File: src/rtl/exec_ctrl.sv
// exec_ctrl
// Multi-cycle execute controller wrapped around the CR16 ALU. Each instruction
// is accepted in IDLE. Its operands are read from an internal 16-entry
// register file in READ, and the ALU is enabled for one cycle in EXEC. In WB
// the result is written back and the processor status register is updated.
//
// Ports
//   I_CLK, I_RESET           clock, synchronous active-high reset
//   I_VALID / O_READY        instruction request handshake (transfer on both high)
//   I_OPCODE                 ALU opcode (0-11 defined, 12-15 retire as no-ops)
//   I_RDST, I_RSRC           destination (B operand) and source (A operand) registers
//   I_USE_IMM, I_IMM         take A from the 8-bit immediate instead of Rsrc
//   I_WRITEBACK              0 = compare-style, only PSR is updated
//   O_DONE                   one-cycle retire pulse
//   O_RESULT                 result of the last retired instruction
//   O_PSR                    {N,Z,F,L,C}
//   O_ALU_*                  ALU enable/opcode/operands, zero outside EXEC
//   I_ALU_C, I_ALU_STATUS    ALU result and flags
//   I_DBG_ADDR, O_DBG_DATA   combinational register-file read port
module exec_ctrl #(
    parameter int P_WIDTH = 16,
    parameter int P_REGS  = 16
) (
    input  logic               I_CLK,
    input  logic               I_RESET,
    input  logic               I_VALID,
    output logic               O_READY,
    input  logic [3:0]         I_OPCODE,
    input  logic [3:0]         I_RDST,
    input  logic [3:0]         I_RSRC,
    input  logic               I_USE_IMM,
    input  logic [7:0]         I_IMM,
    input  logic               I_WRITEBACK,
    output logic               O_DONE,
    output logic [P_WIDTH-1:0] O_RESULT,
    output logic [4:0]         O_PSR,
    output logic               O_ALU_ENABLE,
    output logic [3:0]         O_ALU_OPCODE,
    output logic [P_WIDTH-1:0] O_ALU_A,
    output logic [P_WIDTH-1:0] O_ALU_B,
    input  logic [P_WIDTH-1:0] I_ALU_C,
    input  logic [4:0]         I_ALU_STATUS,
    input  logic [3:0]         I_DBG_ADDR,
    output logic [P_WIDTH-1:0] O_DBG_DATA
);

    localparam logic [3:0] OPC_MUL  = 4'd2;
    localparam logic [3:0] OPC_LAST = 4'd11;

    typedef enum logic [1:0] {
        S_IDLE,
        S_READ,
        S_EXEC,
        S_WB
    } state_t;

    state_t state_q, state_d;

    // Instruction registers
    logic [3:0]         opc_q, opc_d;
    logic [3:0]         rdst_q, rdst_d;
    logic [3:0]         rsrc_q, rsrc_d;
    logic               use_imm_q, use_imm_d;
    logic [7:0]         imm_q, imm_d;
    logic               wb_q, wb_d;

    // Operand, result and status registers
    logic [P_WIDTH-1:0] op_a_q, op_a_d;
    logic [P_WIDTH-1:0] op_b_q, op_b_d;
    logic [P_WIDTH-1:0] result_q, result_d;
    logic [4:0]         stat_q, stat_d;
    logic [4:0]         psr_q, psr_d;

    logic [P_WIDTH-1:0] regs_q [P_REGS];
    logic               rf_we;
    logic               opc_defined;

    // Arithmetic opcodes (ADD, ADDC, MUL, SUB) take a signed immediate;
    // logical and shift opcodes take it zero-extended.
    function automatic logic [P_WIDTH-1:0] ext_imm(input logic [3:0] opc,
                                                   input logic [7:0] imm);
        if (opc <= 4'd3) begin
            return {{(P_WIDTH-8){imm[7]}}, imm};
        end
        return {{(P_WIDTH-8){1'b0}}, imm};
    endfunction

    assign opc_defined = (opc_q <= OPC_LAST);
    assign O_RESULT    = result_q;
    assign O_PSR       = psr_q;
    assign O_DBG_DATA  = regs_q[I_DBG_ADDR];

    always_comb begin
        state_d      = state_q;
        opc_d        = opc_q;
        rdst_d       = rdst_q;
        rsrc_d       = rsrc_q;
        use_imm_d    = use_imm_q;
        imm_d        = imm_q;
        wb_d         = wb_q;
        op_a_d       = op_a_q;
        op_b_d       = op_b_q;
        result_d     = result_q;
        stat_d       = stat_q;
        psr_d        = psr_q;
        rf_we        = 1'b0;
        O_READY      = 1'b0;
        O_DONE       = 1'b0;
        O_ALU_ENABLE = 1'b0;
        O_ALU_OPCODE = '0;
        O_ALU_A      = '0;
        O_ALU_B      = '0;

        unique case (state_q)
            S_IDLE: begin
                O_READY = 1'b1;
                if (I_VALID) begin
                    opc_d     = I_OPCODE;
                    rdst_d    = I_RDST;
                    rsrc_d    = I_RSRC;
                    use_imm_d = I_USE_IMM;
                    imm_d     = I_IMM;
                    wb_d      = I_WRITEBACK;
                    state_d   = S_READ;
                end
            end
            S_READ: begin
                // Both operands see the pre-write register contents, so
                // Rsrc == Rdst needs no special handling.
                op_b_d  = regs_q[rdst_q];
                op_a_d  = use_imm_q ? ext_imm(opc_q, imm_q) : regs_q[rsrc_q];
                state_d = S_EXEC;
            end
            S_EXEC: begin
                O_ALU_ENABLE = 1'b1;
                O_ALU_OPCODE = opc_q;
                O_ALU_A      = op_a_q;
                O_ALU_B      = op_b_q;
                // Undefined opcodes still retire, but report a zero result.
                result_d     = opc_defined ? I_ALU_C : '0;
                stat_d       = I_ALU_STATUS;
                state_d      = S_WB;
            end
            S_WB: begin
                O_DONE = 1'b1;
                rf_we  = wb_q & opc_defined;
                // MUL leaves the flags untouched.
                if (opc_defined && (opc_q != OPC_MUL)) begin
                    psr_d = stat_q;
                end
                state_d = S_IDLE;
            end
            default: state_d = S_IDLE;
        endcase
    end

    always_ff @(posedge I_CLK) begin
        if (I_RESET) begin
            state_q   <= S_IDLE;
            opc_q     <= '0;
            rdst_q    <= '0;
            rsrc_q    <= '0;
            use_imm_q <= 1'b0;
            imm_q     <= '0;
            wb_q      <= 1'b0;
            op_a_q    <= '0;
            op_b_q    <= '0;
            result_q  <= '0;
            stat_q    <= '0;
            psr_q     <= '0;
        end else begin
            state_q   <= state_d;
            opc_q     <= opc_d;
            rdst_q    <= rdst_d;
            rsrc_q    <= rsrc_d;
            use_imm_q <= use_imm_d;
            imm_q     <= imm_d;
            wb_q      <= wb_d;
            op_a_q    <= op_a_d;
            op_b_q    <= op_b_d;
            result_q  <= result_d;
            stat_q    <= stat_d;
            psr_q     <= psr_d;
        end
    end

    // Register file: no hardwired zero register, every entry is writable.
    always_ff @(posedge I_CLK) begin
        if (I_RESET) begin
            for (int i = 0; i < P_REGS; i++) begin
                regs_q[i] <= '0;
            end
        end else if (rf_we) begin
            regs_q[rdst_q] <= result_q;
        end
    end

endmodule

File: config.mk
export PLATFORM = sky130hd
export DESIGN_NAME = exec_ctrl
export DESIGN_NICKNAME = d
export VERILOG_FILES = /design/src/rtl/exec_ctrl.sv
export SDC_FILE = /design/constraint.sdc
export NUM_CORES = 1
export LEC_CHECK = 0
export CORE_AREA = 2 2 282 284
export CTS_CLUSTER_DIAMETER = 100
export CTS_CLUSTER_SIZE = 24
export DETAILED_ROUTE_END_ITERATION = 6
export DIE_AREA = 0 0 284 286
export GPL_TIMING_DRIVEN = 0
export HOLD_SLACK_MARGIN = 0.12
export PLACE_DENSITY = 0.47
export SETUP_SLACK_MARGIN = 0.2
export SLEW_MARGIN = 20
export SYNTH_ARGS = -nofsm -noshare
export SYNTH_HDL_FRONTEND = slang
export SYNTH_SLANG_ARGS = --single-unit
File: constraint.sdc
create_clock -name I_CLK -period 2.41 [get_ports I_CLK]
set_input_delay 0.482 -clock I_CLK [delete_from_list [all_inputs] [get_ports I_CLK]]
set_output_delay 0.482 -clock I_CLK [all_outputs]
set_load 0.01 [all_outputs]
==> flow_summary.json, run 1 <==
{
  "num_rows": 103,
  "hold_buffers": 0,
  "path_clk_slew_ps": 110,
  "min_period_ps": 2810,
  "grt_max_degree": 26,
  "comb_share_pct": 37.7,
  "largest_reg_flops": 256,
  "ant_nets": 0,
  "worst_pin_slew_ps": 742,
  "crit_fanout": 10,
  "grt_pass1_wl_um": 111000,
  "layout.comb_gates.multi_input": 957,
  "fin_crit_sh_pct": 116,
  "fin_skew_ps": 24.8,
  "p_comb_share_pct": 34.1,
  "reg2reg_from": "state_q[0]",
  "ios": 126,
  "avgSynthCellArea_um2": 13.5,
  "violations": "negative setup slack",
  "comb_area_um2": 9610,
  "drc_errors": 0,
  "overflow": 0,
  "setup_viol": 89,
  "min_from": "I_IMM[4]",
  "cts_made_buffers": 19,
  "seq_share_pct": 37.1,
  "synth_warnings": 0,
  "synth_cell_types": 55,
  "synth_xor_xnor_area_share_pct": 0,
  "p_comb_mw": 5.72,
  "clk_share_pct": 2.27,
  "signal_buffers": 440,
  "slew_violations": 0,
  "mux_share_pct": 25.7,
  "synth-compound-area-share_pct": 5.39,
  "yosys_area_um2": 19400,
  "area_delta_synth_final_pct": 31.5,
  "chipHeight_um": 286,
  "nets": 1819,
  "fin_util_pct": 32.5,
  "io_buffer_count": 120,
  "p_leak_nw": 9.15,
  "numSynthFlops": 342,
  "totalWireLength_um": 81000,
  "rsz0062_at_grt": "true",
  "rrSetupSlack_ps": -70,
  "hold_viol": 0,
  "critPathArrivalTime_ps": 2320,
  "syn_inst": 1435,
  "drt_first_pass_iters": 6,
  "ys_cells": 1435,
  "pwr-share-seq_pct": 43.5,
  "cts_tree": "done",
  "taps": 1050,
  "synth-adder-area-share_pct": 0.323,
  "switching_share_pct": 35.0,
  "num_vias": 14400,
  "cts.path.max_buffers": 3,
  "buffer_area_share_pct": 17.7,
  "fillers": 7835,
  "synth_seq_share_pct": 48.6,
  "layout-drive-gt1-share_pct": 38.4,
  "fin_area_um2": 25500,
  "antenna_found_initial": 2,
  "fmax_mhz": 356,
  "dp_cells": 2605,
  "die_area_um2": 81200,
  "cts_root_buf": "clkbuf_16",
  "n_all_inverters": 4,
  "drv_cap": 0,
  "n_antenna_cell": 1,
  "routed_via_density": 5.10,
  "vdd_drop_max_v": 0.000419,
  "die_w_um": 284,
  "ff_latch_area_um2": 9440,
  "required_ps": 1930,
  "fp_nets": 1490,
  "cp-start-kind": "input pin",
  "top_logic_kind": "multiplexers",
  "outcome": "finished with violations",
  "ff_count": 342,
  "p_int_mw": 10.9,
  "power_density_nw_per_um2": 660,
  "whs_ps": 458,
  "seq-power_mw": 7.30,
  "critPathCaptureType": "output port",
  "ff2ff_path_depth": 14,
  "nClkBuffers": 28,
  "final_cells": 2827,
  "dpl-instance-area_um2": 21800,
  "finalSetupTns_ps": -8290,
  "grt_usage_pct": 19.1,
  "first_iter_violations": 1823,
  "ff_type": "edfxtp_1",
  "largest_class": "multi-input combinational cells",
  "p_sw_mw": 5.88,
  "core_area_um2": 78400,
  "worstSetupPathType": "input pin to output port",
  "initial_utilization_pct": 24.7,
  "synth-edff-count": 256,
  "syn-cell-area_um2": 19400,
  "maxPowerGroup": "sequential cells",
  "worst_slack_ps": -396,
  "async_flop_share_pct": 0,
  "clock_latency_ps": 560,
  "hold_end": "imm_q[4]",
  "clkPwrFrac_pct": 22.5,
  "power_mw": 16.8,
  "cts_num_sinks": 342,
  "worstSetupEndpoint": "O_DBG_DATA[6]",
  "hold_depth": 3,
  "startpoint": "I_DBG_ADDR[1]",
  "wl_per_cell_um": 28.7,
  "hp-class": "input pin to register",
  "first_global_vias": 14200,
  "warning_count": 33,
  "hpwl_um": 58400,
  "top_register": "regs_q",
  "post-place-ws_ps": -1180,
  "synthSimpleGateAreaFrac_pct": 16.2,
  "reg2reg_to": "regs_q[10][14]",
  "slew_headroom_pct": 50.5,
  "cts_htree_levels": 1,
  "gp_congestion": 0.933,
  "p_clk_mw": 3.77
}
run 1: cell usage in the layout, fill, tap and decap left out, drive strengths merged, types with 7 or more instances in the layout:
cell and n:
nand2 48, a211oi 9, clkdlybuf4s50 64, mux2i 101, buf 297, mux4 168, a21o 7, o211ai 16
inv 7, nand3 32, and2 302, a2111oi 15, edfxtp 256, dfxtp 86, nor2b 49, clkbuf 100
nor3 11, a22oi 32, nor2 47, a21oi 55, o221ai 7, or2 18
run 1: timing repair:
item / in CTS / in global routing
endpoints found under the setup margin: 533 / 441
pin swaps: 21 / 15
gates resized: 454 / 172
setup buffers: 128 / 43
cloned: 5 / 12
run 1: layer usage:
layer | track usage [%] | up-vias | routed length (um)
li1 | - | 6113 | -
met1 | 26.0 | 7479 | 33400
met2 | 31.6 | 696 | 38300
met3 | 2.61 | 122 | 6130
met4 | 6.05 | 4 | 3220
met5 | 0 | - | 29
run 1: synthesized netlist by cell type (2+ instances only):
library cell	instances	area [um2]
and2_1	293	1830
edfxtp_1	256	7690
mux4_2	137	3090
mux2i_1	101	1010
dfxtp_1	86	1720
clkbuf_1	58	218
a21oi_1	55	275
nor2b_1	49	307
nand2_1	48	180
nor2_1	47	176
buf_2	35	175
a22oi_1	32	240
nand3_1	32	160
mux4_1	30	788
o211ai_1	16	120
or2_2	16	100
a2111oi_0	15	131
buf_4	15	113
buf_6	14	158
nor3_2	10	100
a211oi_1	9	67.6
and2_0	9	56.3
a21o_1	7	52.6
clkbuf_2	7	35.0
o221ai_1	7	61.3
mux2_2	6	67.6
and3_1	5	31.3
ha_1	5	62.6
inv_1	4	15.0
buf_1	3	11.3
nand2b_1	3	18.8
nor4_4	2	42.5
run 1: worst max-delay path, stage by stage:
cell and delay, ps:
buf_4 190, buf_2 410, mux4_2 470, mux4_2 580, buf_6 160
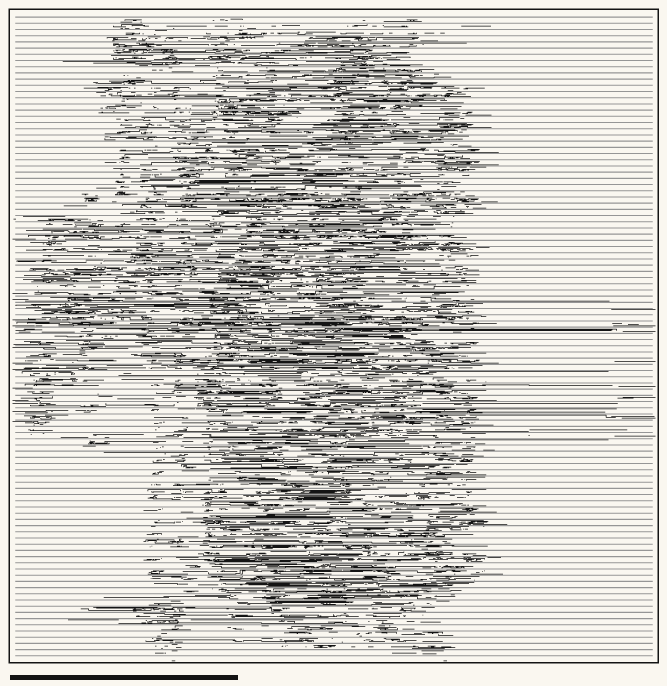
Fig. 1. The metal 1 layer (run 1).
Bar = 100 um. Supply wires on this layer in grey.
wire length on this layer	33.4 mm
longest straight run	92.0 um
main direction	horizontal
share of all routed wire	41%
nets with wire on the layer	1741

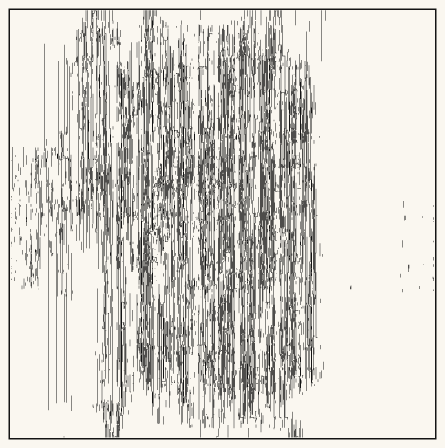
Fig. 2. Met2 routing (run 1).
wire length on this layer	38.3 mm
nets with wire on the layer	1572
share of all routed wire	47%
main direction	vertical
longest straight run	162 um

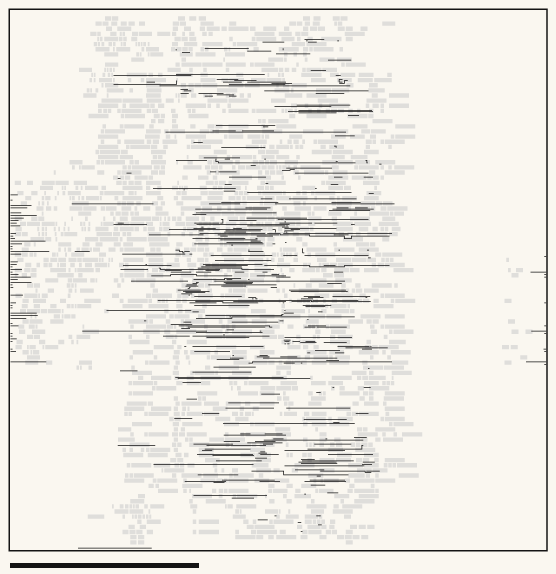
Fig. 3. The metal 3 layer (run 1).
Bar = 100 um. Cells faint in the background.
wire length on this layer	6130 um
nets with wire on the layer	296
main direction	horizontal
share of all routed wire	7.6%
longest straight run	101 um

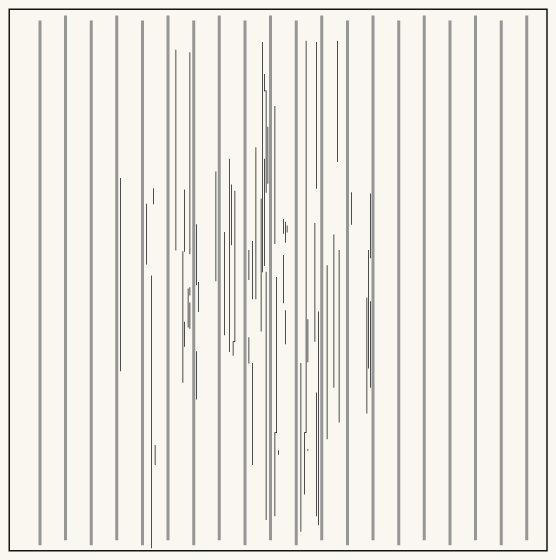
Fig. 4. Met4 routing (run 1).
Supply wires on this layer in grey.
main direction	vertical
wire length on this layer	3220 um

Fig. 5: run 1, clock routing
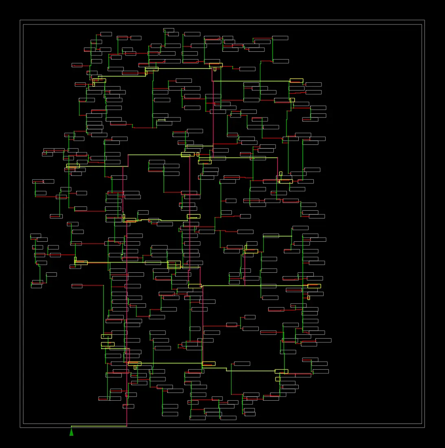

--- run 2 (diff from run 1) ---
- SLEW_MARGIN: 20 -> 5
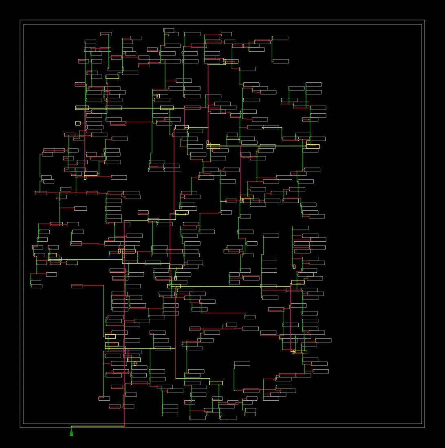
Fig. 6. Clock routing (run 2).
Clock Skew: 23.9 ps
Seq cells: 342
CTS Buf Count: 19

==> flow_summary.json, run 2 <==
{
  "io_buffer_count": 120,
  "ff_type": "edfxtp_1",
  "fp_nets": 1490,
  "synth_seq_share_pct": 48.6,
  "warning_count": 33,
  "worst_pin_slew_ps": 792,
  "drc_errors": 0,
  "layout_top_cell": "edfxtp_1",
  "worst_slack_ps": -350,
  "cts_num_sinks": 342,
  "initial_utilization_pct": 24.7,
  "synth_cell_types": 55,
  "cts_root_buf": "clkbuf_16",
  "synthTopCellsByArea": "edfxtp_1 40%, mux4_2 16%, and2_1 9.5%",
  "required_ps": 1930,
  "cts.path.max_buffers": 3,
  "ios": 126,
  "path_buffers": 1,
  "layout-drive-gt1-share_pct": 35.3,
  "setup_viol": 31,
  "min_period_ps": 2760,
  "drt_first_pass_iters": 5,
  "whs_ps": 456,
  "synth_area_leader_cell": "edfxtp_1",
  "worstSetupPathType": "register to output port",
  "dp_cells": 2605,
  "grt_max_degree": 26,
  "clock_latency_ps": 560,
  "cp_cell_sequence": "mux4_2, mux4_2, buf_6",
  "die_w_um": 284,
  "cpPeakStageDelay_ps": 580,
  "vdd_drop_max_v": 0.000442,
  "finalSetupTns_ps": -5520,
  "gp_congestion": 0.933,
  "rsz0062_at_grt": "true",
  "hpwl_um": 58400,
  "violations": "negative setup slack",
  "num_rows": 103,
  "grt_usage_pct": 19.1,
  "p_leak_nw": 8.81,
  "synth-edff-count": 256,
  "drv_cap": 0,
  "die_area_um2": 81200,
  "syn_inst": 1435,
  "top_cell": "and2_1",
  "critPathArrivalTime_ps": 2280,
  "cp_slowest_cell": "mux4_2",
  "outcome": "finished with violations",
  "common_cells": "293 x and2_1, 256 x edfxtp_1, 137 x mux4_2",
  "numSynthFlops": 342,
  "first_iter_violations": 1676,
  "crit_top_cell": "mux4_2",
  "final_cells": 2793,
  "cts_tree": "done",
  "dpl-instance-area_um2": 21800,
  "fmax_mhz": 362,
  "crit_fanout": 3,
  "hold_viol": 0,
  "chipHeight_um": 286,
  "synth_warnings": 0,
  "ant_nets": 0,
  "fin_area_um2": 24600,
  "fin_util_pct": 31.4,
  "top_cell_area_share_pct": 39.7,
  "antenna_found_initial": 1,
  "post-place-ws_ps": -1530,
  "slew_violations": 0,
  "area_delta_synth_final_pct": 27.3,
  "hp-class": "register to register",
  "slew_headroom_pct": 47.2,
  "wl_per_cell_um": 28.7,
  "core_area_um2": 78400,
  "final_cell_mix": "256 x edfxtp_1, 255 x and2_1, 164 x mux4_2, 126 x buf_4, 96 x mux2i_1",
  "critPathCaptureType": "output port",
  "yosys_area_um2": 19400,
  "ys_cells": 1435,
  "routed_via_density": 5.08,
  "top_register": "regs_q",
  "cp-start-kind": "register",
  "avgSynthCellArea_um2": 13.5,
  "n_antenna_cell": 0,
  "overflow": 0,
  "async_flop_share_pct": 0,
  "largest_reg_flops": 256,
  "cp_top_family": "multiplexers",
  "nets": 1786,
  "first_global_vias": 14100,
  "power_density_nw_per_um2": 677,
  "power_mw": 16.7,
  "path_clk_slew_ps": 110,
  "syn-cell-area_um2": 19400,
  "cts_htree_levels": 1,
  "fin_crit_sh_pct": 115,
  "grt_pass1_wl_um": 111000
}
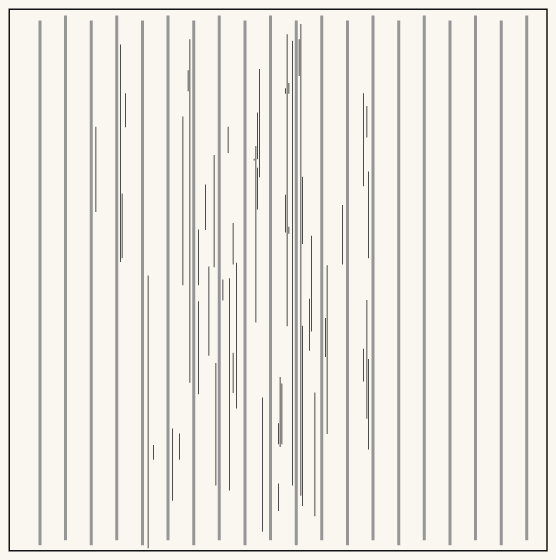
Fig. 7. Met4 routing (run 2).
Supply wires on this layer in grey.
share of all routed wire	3.7%
nets with wire on the layer	39
wire length on this layer	2930 um
longest straight run	250 um
via count: 14.2k
Routed WL: 80100 um

## run 2: path summary, 6_finish.rpt
kind                                   start            end  slack [ps]  cells after the start
worst max register to register     rdst_q[2]      op_b_q[1]         190                      6
worst max-delay path            regs_q[1][6]  O_DBG_DATA[6]        -350                      3
worst min register to register     rsrc_q[2]       register         460                      2
worst min-delay path               rsrc_q[2]       register         460                      2
## run 2: what timing repair did
item	in CTS	in global routing
pin swaps	15	14
hold buffers	0	0
cloned	4	3
gates resized	424	88
endpoints found under the setup margin	537	354
setup buffers	123	25
## run 2: power breakdown
group,internal [mW],switching [mW],total [mW]
Clock,1.53,2.17,3.70
Combinational,2.51,3.16,5.67
Sequential,6.79,0.513,7.30
## run 2: metal layers
metal | track usage (%) | vias to the layer above | share of wire, %
met1 | 25.9 | 7369 | 42
met5 | 0 | - | 0
met3 | 2.38 | 121 | 6.9
met4 | 5.83 | 0 | 3.7
li1 | - | 6038 | -
met2 | 32.0 | 671 | 48
## run 2: area by class of cell
cell class | count | area (um2)
inverter | 4 | 17.5
clock inverter | 5 | 55.1
fill | 7941 | 53700
buffer | 134 | 996
timing repair buffer | 272 | 2820
clock buffer | 28 | 509
multi-input combinational | 958 | 9490
tap | 1050 | 1310
sequential | 342 | 9440
## run 2: tightest hold or removal path, delay by kind of cell (launching register included)
| family | cells | cell delay, ps |
|---|---|---|
| flip-flops | 1 | 310 |
| AND/OR/NAND/NOR | 1 | 50 |
| AND-OR/OR-AND | 1 | 70 |
## run 2: kinds of logic (layout without fill, tap and decap cells)
group           after synthesis  after routing  synth area share [%]
fa+ha+maj                     5              5                 0.323
simple gates                524            527                  16.2
compound gates              151            151                  5.39
buf+inv                     138            443                  3.83
mux                         275            275                  25.7
flops                       342            342                  48.6
Fig. 8: run 2, met2 routing
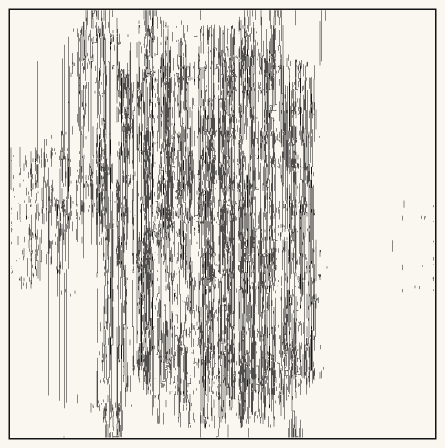

--- run 3 (diff from run 2) ---
--- a/config.mk
+++ b/config.mk
@@ -7,3 +7,4 @@
 export LEC_CHECK = 0
-export CORE_AREA = 2 2 282 284
+export ABC_AREA = 1
+export CORE_AREA = 2 2 283 285
 export CTS_CLUSTER_DIAMETER = 100
@@ -11,3 +12,3 @@
 export DETAILED_ROUTE_END_ITERATION = 6
-export DIE_AREA = 0 0 284 286
+export DIE_AREA = 0 0 285 287
 export GPL_TIMING_DRIVEN = 0
==> constraint.sdc (replaced) <==
create_clock -name I_CLK -period 2.41 [get_ports I_CLK]
set_input_delay 0.3615 -clock I_CLK [delete_from_list [all_inputs] [get_ports I_CLK]]
set_output_delay 0.3615 -clock I_CLK [all_outputs]
set_load 0.01 [all_outputs]
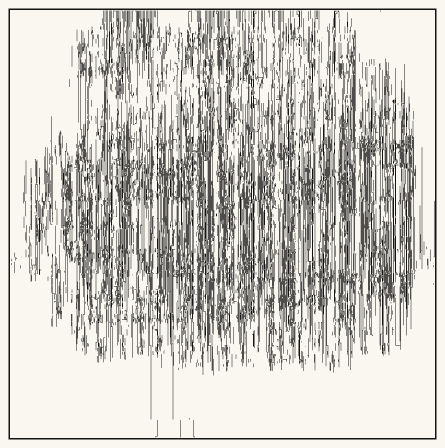
Fig. 9. Met2 routing (run 3).
wire length on this layer	49.2 mm
longest straight run	107 um
nets with wire on the layer	2324

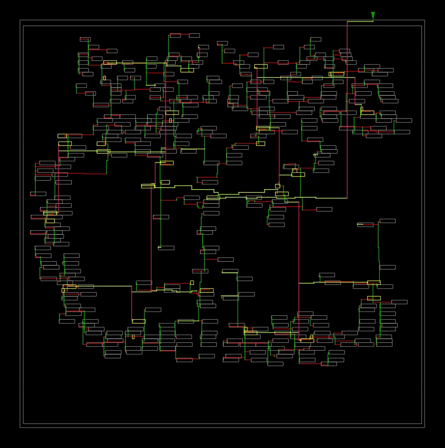
Fig. 10. Clock routing (run 3).
Num Clock Sinks: 342
Latency at later pin: 590 ps

==> flow_summary.json, run 3 <==
{
  "outcome": "completed",
  "pwr-share-seq_pct": 35.1,
  "grt_max_degree": 26,
  "die_area_um2": 81800,
  "fillers": 8291,
  "crit_top_cell": "o211ai_1",
  "p_sw_mw": 9.82,
  "synth-edff-count": 256,
  "cp-start-kind": "register",
  "drc_errors": 0,
  "fin_area_um2": 25600,
  "cts_htree_levels": 1,
  "num_rows": 103,
  "ios": 126,
  "hold_end": "stat_q[1]",
  "hp-class": "input pin to register",
  "totalWireLength_um": 110000,
  "maxPowerGroup": "combinational logic",
  "cp_cell_sequence": "inv_1, a21oi_2, o21ai_1, o211ai_1, o211ai_1, nand2_2, buf_6",
  "cp_top_family": "AND-OR/OR-AND gates",
  "fin_util_pct": 32.6,
  "num_vias": 20600,
  "largest_reg_flops": 256,
  "worstSetupPathType": "register to output port",
  "cts_root_buf": "clkbuf_16",
  "drv_cap": 0,
  "synth_area_leader_cell": "edfxtp_1",
  "finalSetupTns_ps": 0,
  "ff2ff_path_depth": 12,
  "numSynthFlops": 342,
  "top_register": "regs_q",
  "seq-power_mw": 7.52,
  "power_mw": 21.4,
  "setup_viol": 0,
  "ant_nets": 0,
  "chipHeight_um": 287,
  "cts_tree": "done",
  "min_period_ps": 2340,
  "routed_via_density": 5.46,
  "power_density_nw_per_um2": 836,
  "common_cells": "543 x nand2_1, 275 x nor2_1, 256 x edfxtp_1",
  "dp_cells": 3594,
  "syn_inst": 2423,
  "rsz0062_at_grt": "true",
  "reg2reg_to": "regs_q[12][2]",
  "cp_slowest_cell": "edfxtp_1",
  "nets": 2761,
  "slew_violations": 0,
  "ff_type": "edfxtp_1",
  "fin_crit_sh_pct": 96.9,
  "layout-drive-gt1-share_pct": 23.3,
  "die_w_um": 285,
  "synth_seq_share_pct": 48.3,
  "ys_cells": 2423,
  "crit_fanout": 3,
  "syn-cell-area_um2": 19500,
  "top_cell_area_share_pct": 39.4,
  "hold_viol": 0,
  "cts.path.max_buffers": 3,
  "synth_cell_types": 32,
  "antenna_found_initial": 1,
  "grt_pass1_wl_um": 149000,
  "yosys_area_um2": 19500,
  "wl_per_cell_um": 29.1,
  "p_clk_mw": 4.11,
  "dpl-instance-area_um2": 22000,
  "hpwl_um": 81200,
  "async_flop_share_pct": 0,
  "synthTopCellsByArea": "edfxtp_1 39%, nand2_1 10%, dfxtp_1 8.8%",
  "critPathCaptureType": "output port",
  "gp_congestion": 0.995,
  "fmax_mhz": 428,
  "initial_utilization_pct": 24.8,
  "p_int_mw": 11.6,
  "io_buffer_count": 121,
  "grt_usage_pct": 25.7,
  "final_cells": 3772,
  "vdd_drop_max_v": 0.000425,
  "core_area_um2": 78600,
  "worst_slack_ps": 74.4,
  "top_cell": "nand2_1",
  "required_ps": 2050,
  "post-place-ws_ps": -1280,
  "area_delta_synth_final_pct": 31.5,
  "rrSetupSlack_ps": 150,
  "first_iter_violations": 2732,
  "avgSynthCellArea_um2": 8.04,
  "fp_nets": 2478,
  "slew_headroom_pct": 16.5,
  "worst_pin_slew_ps": 1250,
  "whs_ps": 356,
  "layout_top_cell": "nand2_1",
  "p_comb_mw": 9.82,
  "p_comb_share_pct": 45.8,
  "path_clk_slew_ps": 100,
  "hold_depth": 3,
  "reg2reg_from": "state_q[0]",
  "path_buffers": 2,
  "cpPeakStageDelay_ps": 460,
  "p_leak_nw": 10.2,
  "critPathArrivalTime_ps": 1970,
  "overflow": 0,
  "clkPwrFrac_pct": 19.2,
  "fin_skew_ps": 28.0,
  "switching_share_pct": 45.8,
  "warning_count": 33,
  "final_cell_mix": "482 x nand2_1, 272 x nor2_1, 256 x edfxtp_1, 167 x nand3_1, 150 x inv_1",
  "min_from": "I_ALU_STATUS[1]",
  "synth_warnings": 0,
  "first_global_vias": 19500,
  "cts_made_buffers": 21,
  "drt_first_pass_iters": 6
}
[run 3: worst max path at each step]
stage | from | slack (ps) | to | cells past startpoint
floorplan | state_q[0] | 170 | regs_q[5][0] | 8
global placement | I_DBG_ADDR[1] | -1310 | O_DBG_DATA[15] | 8
detailed placement | I_DBG_ADDR[1] | -1280 | O_DBG_DATA[15] | 8
CTS | regs_q[13][2] | 80 | O_DBG_DATA[2] | 7
global route | regs_q[13][2] | 3 | O_DBG_DATA[2] | 7
finish | regs_q[13][2] | 70 | O_DBG_DATA[2] | 7
[run 3: area by class of cell]
type                       count  area (um2)  share of cell area, %
sequential                   342        9420                   36.7
multi-input combinational   1688        9280                   36.2
timing repair buffer         255        2740                   10.7
buffer                       196        1430                   5.59
tap                         1050        1310                   5.12
inverter                     202         767                   2.99
clock buffer                  28         573                   2.24
clock inverter                10         116                  0.454
antenna                        1        2.50                0.00976
[run 3: metal layers]
metal,GRT usage (%),up-vias,wire length [um]
li1,-,8805,-
met1,34.7,10300,45400
met2,41.0,1220,49200
met3,4.10,267,9710
met4,10.7,3,5570
met5,0,-,139
[run 3: what timing repair did]
| item | in CTS | in global routing |
|---|---|---|
| endpoints found under the setup margin | 378 | 358 |
| pin swaps | 33 | 34 |
| endpoints found under the hold margin | 8 | 0 |
| buffers inserted | 71 | 55 |
| resized | 497 | 260 |
| cloned | 10 | 2 |
| hold buffers | 1 | 0 |
[run 3: logic make-up after synthesis]
family          synth area share (%)
fa+ha+maj                      0.321
compound gates                  17.7
simple gates                    23.7
mux                             1.44
flops                           48.3
buf+inv                         8.51
[run 3: worst min-delay path: cells and delay by family]
kind	cells	cell delay (ps)
simple gates	2	150
buf+inv	1	400
No activity file was given, so power comes from the tool's default toggle rates.
